===== config.mk =====
export PLATFORM = sky130hd
export DESIGN_NAME = program_loader
export DESIGN_NICKNAME = d
export VERILOG_FILES = /design/src/rtl/program_loader.sv
export SDC_FILE = /design/constraint.sdc
export NUM_CORES = 1
export LEC_CHECK = 0
export CORE_UTILIZATION = 51
export DETAILED_ROUTE_END_ITERATION = 12
export GPL_ROUTABILITY_DRIVEN = 0
export PLACE_DENSITY = 0.87
export SLEW_MARGIN = 20
export SYNTH_ARGS = -nofsm -noshare
export SYNTH_HDL_FRONTEND = slang
export SYNTH_SLANG_ARGS = --single-unit
export TNS_END_PERCENT = 100

===== constraint.sdc =====
create_clock -name clk -period 1.7 [get_ports clk]
set_input_delay 0.34 -clock clk [delete_from_list [all_inputs] [get_ports clk]]
set_output_delay 0.34 -clock clk [all_outputs]
set_load 0.02 [all_outputs]

===== src/rtl/program_loader.sv =====
// program_loader: fills instruction memory from a byte stream (length, big-endian words[, checksum]) and holds the CPU in reset until done.
// Optional trailing XOR checksum byte when LOADER_CHECKSUM_EN is defined.
module program_loader #(
    parameter int INST_SIZE = 16,
    parameter int ADDR_SIZE = 8
) (
    input  logic                 clk,
    input  logic                 rst,
    input  logic                 start,
    input  logic                 in_valid,
    input  logic [7:0]           in_data,
    output logic                 in_ready,
    output logic                 mem_wr_en,
    output logic [ADDR_SIZE-1:0] mem_wr_addr,
    output logic [INST_SIZE-1:0] mem_wr_data,
    output logic                 cpu_rst,
    output logic                 busy,
    output logic                 done,
    output logic                 error
);
    localparam int BPI = INST_SIZE / 8;
    localparam int BW = BPI > 1 ? $clog2(BPI) : 1;

    typedef enum logic [2:0] {
        IDLE, LEN, DATA, WRITE, DONE, ERROR
`ifdef LOADER_CHECKSUM_EN
        , CHECK
`endif
    } state_t;

`ifdef LOADER_CHECKSUM_EN
    localparam state_t FIN = CHECK;
`else
    localparam state_t FIN = DONE;
`endif

    state_t state, next;
    logic [ADDR_SIZE-1:0] addr;
    logic [7:0] rem;
    logic [BW-1:0] bcnt;
    logic [INST_SIZE-1:0] asm_r, asm_next;
    logic acc, last_byte, len_bad;
`ifdef LOADER_CHECKSUM_EN
    logic [7:0] xsum;
`endif

    assign acc = in_valid && in_ready;
    assign last_byte = bcnt == BW'(BPI - 1);
    assign asm_next = INST_SIZE'({asm_r, in_data});
    assign len_bad = {1'b0, in_data} > (9'd1 << ADDR_SIZE);

    always_ff @(posedge clk)
        state <= rst ? IDLE : next;

    always_comb begin
        next = state;
        case (state)
            IDLE, DONE, ERROR: if (start) next = LEN;
            LEN:   if (acc) next = in_data == 8'd0 ? FIN : len_bad ? ERROR : DATA;
            DATA:  if (acc && last_byte) next = WRITE;
            WRITE: next = rem == 8'd1 ? FIN : DATA;
`ifdef LOADER_CHECKSUM_EN
            CHECK: if (acc) next = in_data == xsum ? DONE : ERROR;
`endif
            default: next = IDLE;
        endcase
    end

    always_comb begin
        in_ready  = state == LEN || state == DATA;
`ifdef LOADER_CHECKSUM_EN
        in_ready  = in_ready || state == CHECK;
`endif
        mem_wr_en = state == WRITE;
        cpu_rst   = state != DONE;
        done      = state == DONE;
        error     = state == ERROR;
        busy      = !(state == IDLE || state == DONE || state == ERROR);
    end

    always_ff @(posedge clk) begin
        if (rst) begin
            addr        <= '0;
            rem         <= '0;
            bcnt        <= '0;
            asm_r       <= '0;
            mem_wr_addr <= '0;
            mem_wr_data <= '0;
`ifdef LOADER_CHECKSUM_EN
            xsum        <= '0;
`endif
        end else begin
            if (start && !busy) begin
                addr <= '0;
                bcnt <= '0;
`ifdef LOADER_CHECKSUM_EN
                xsum <= '0;
`endif
            end
            if (state == LEN && acc)
                rem <= in_data;
`ifdef LOADER_CHECKSUM_EN
            if ((state == LEN || state == DATA) && acc)
                xsum <= xsum ^ in_data;
`endif
            // write port is latched when the word completes so it holds outside WRITE
            if (state == DATA && acc) begin
                asm_r <= asm_next;
                bcnt  <= last_byte ? '0 : bcnt + 1'b1;
                if (last_byte) begin
                    mem_wr_addr <= addr;
                    mem_wr_data <= asm_next;
                end
            end
            if (state == WRITE) begin
                addr <= addr + 1'b1;
                rem  <= rem - 8'd1;
            end
        end
    end
endmodule


### Wiring by layer

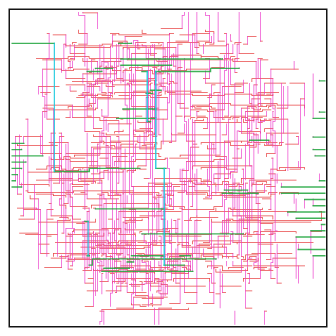
legend:
  M1:
    color: red
    wire_length: 2,340 um
  M2:
    color: magenta
    wire_length: 2,730 um
  M3:
    color: green
    wire_length: 329 um
  M4:
    color: cyan
    wire_length: 88.4 um

### Pin placement

Pins as bars across the die edge, other pins in gray.
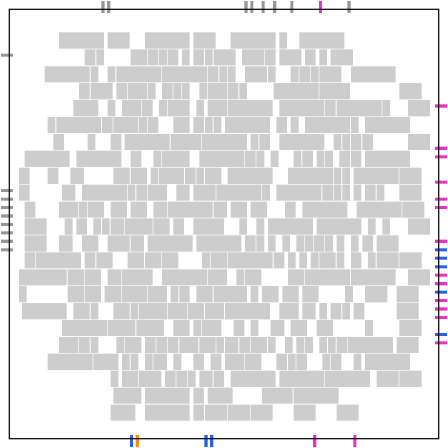
legend:
  `mem_wr_en`:
    color: orange
    pins: 1
    direction: output
    edge: bottom
  `mem_wr_data`:
    color: magenta
    pins: 16
    direction: output
    edge: 13 right, 2 bottom, 1 top
  `in_data`:
    color: blue
    pins: 8
    direction: input
    edge: 5 right, 3 bottom

==> flow_summary.toml <==
# physical design summary
[logic_synthesis]
mux_share_pct = 1.484
aoi_share_pct = 20.27
synth_cells = 284
netlist_top_cells_count = "76 x nand2_1, 52 x dfxtp_1, 45 x a21oi_1"
yosysTopAreaCell = "dfxtp_1"
syn-mean-instance-area_um2 = 8.018
simple_gate_share_pct = 24.56
ys_sh_adder_pct = 1.648
top_cells_by_area = "dfxtp_1 46%, nand2_1 13%, a21oi_1 9.9%, nor2_1 2.8%, buf_2 1.8%"
yosys_cells = 284
yosys_area_um2 = 2277

[setup_path]
end_kind = "output port"
cp_cell_sequence = "buf_4, nand3b_1, inv_1, clkdlybuf4s15_2"
cp_num_buf_inv = 3
cp-start-kind = "register"
r2r_slack_ns = 0.13
reg2reg_to = "addr[5]$_SDFFE_PP0P_"
timing_worst_setup_path_type = "reg2out"
critPathMaxFanout = 3
cpLargestDelayFamily = "buffers and inverters"

[sta]
relSlewSlack_pct = 59.13
period_used_pct = 97.21
final_max_slew_viol_count = 0
holdWs_ns = 0.4570
final.setup_skew_ns = 0.008303
period_minus_slack_ns = 1.653
finalHoldViolations = 0
rsz0062_at_grt = "false"

[floorplanning]
row_count = 23
dieArea_um2 = 4736
die_w_um = 68.82

[clocking]
cts_setup_buffers = 0
hold_buffers = 0
clockBufferDepth = 2

[global_route]
use_met3_pct = 6.579
grt_use_total_pct = 25.90
use_met2_pct = 43.38
grt-ovfl-total = 0

[job]
warning_count = 27

[power]
ir_drop_mv = 0.6828
seqPwrFrac_pct = 54.8
leakagePower_nw = 1.092
combinationalPowerShare_pct = 12.7

[route]
met1_length_mm = 2.340
top_layer_used = "met4"
drt_pass1_iterations = 4
drc = 0
wl_per_cell_um = 13.85

[run_status]
status = "finished clean"

[min_path]
min_to = "mem_wr_addr[7]$_SDFFE_PP0P_"
holdPathStages = 2

[cells_and_area]
final_util_pct = 72.10
drive_gt1_share_pct = 17.63
### Placement view

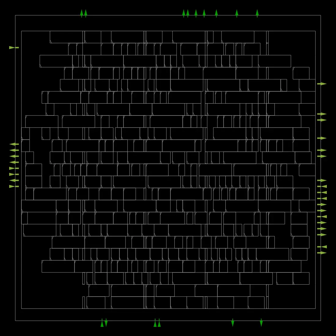
Filler cells: 335
flip-flops: 52
core area: 4144 um2

-- placed cells by master (no fill, tap or decap), types with 2 or more instances in the layout --
| cell type | synthesis | layout |
|---|---|---|
| a31o_2 | 2 | 2 |
| clkbuf_8 | 0 | 5 |
| buf_4 | 1 | 29 |
| buf_12 | 0 | 2 |
| nor4_1 | 3 | 3 |
| ha_1 | 3 | 3 |
| nand3_1 | 3 | 3 |
| o211a_1 | 2 | 2 |
| nor3_1 | 6 | 5 |
| clkbuf_2 | 0 | 3 |
| buf_2 | 8 | 3 |
| a21o_1 | 2 | 2 |
| a311oi_1 | 4 | 4 |
| o211ai_1 | 3 | 3 |
| dfxtp_1 | 52 | 51 |
| inv_1 | 8 | 8 |
| nand2b_1 | 4 | 4 |
| clkdlybuf4s50_1 | 0 | 34 |
| o21ai_0 | 6 | 6 |
| nand4_1 | 2 | 2 |
| nor4_2 | 2 | 2 |
| nand2_1 | 76 | 76 |
| nor2_1 | 17 | 16 |
| a21oi_1 | 45 | 45 |
| mux2_2 | 3 | 3 |
-- cell type report --
type / count / area (um2)
inverters: 8 / 30.03
fillers: 335 / 1156
flip-flops and latches: 52 / 1042
multi-input cells: 206 / 1117
clock buffers: 5 / 68.82
clock inverters: 3 / 27.53
well taps: 50 / 62.56
repair buffers: 72 / 639.4
-- tightest hold or removal path, stage by stage (launching register included) --
cell and delay, ns:
dfxtp_1 0.32, nand2_1 0.05, a21oi_1 0.05
-- flip-flops by register name, summed over array words and instances (netlist names) --
| signal | count |
|---|---|
| asm_r | 8 |
| addr | 8 |
| rem | 8 |
| mem_wr_data | 16 |
| bcnt | 1 |
| mem_wr_addr | 8 |
| state | 3 |
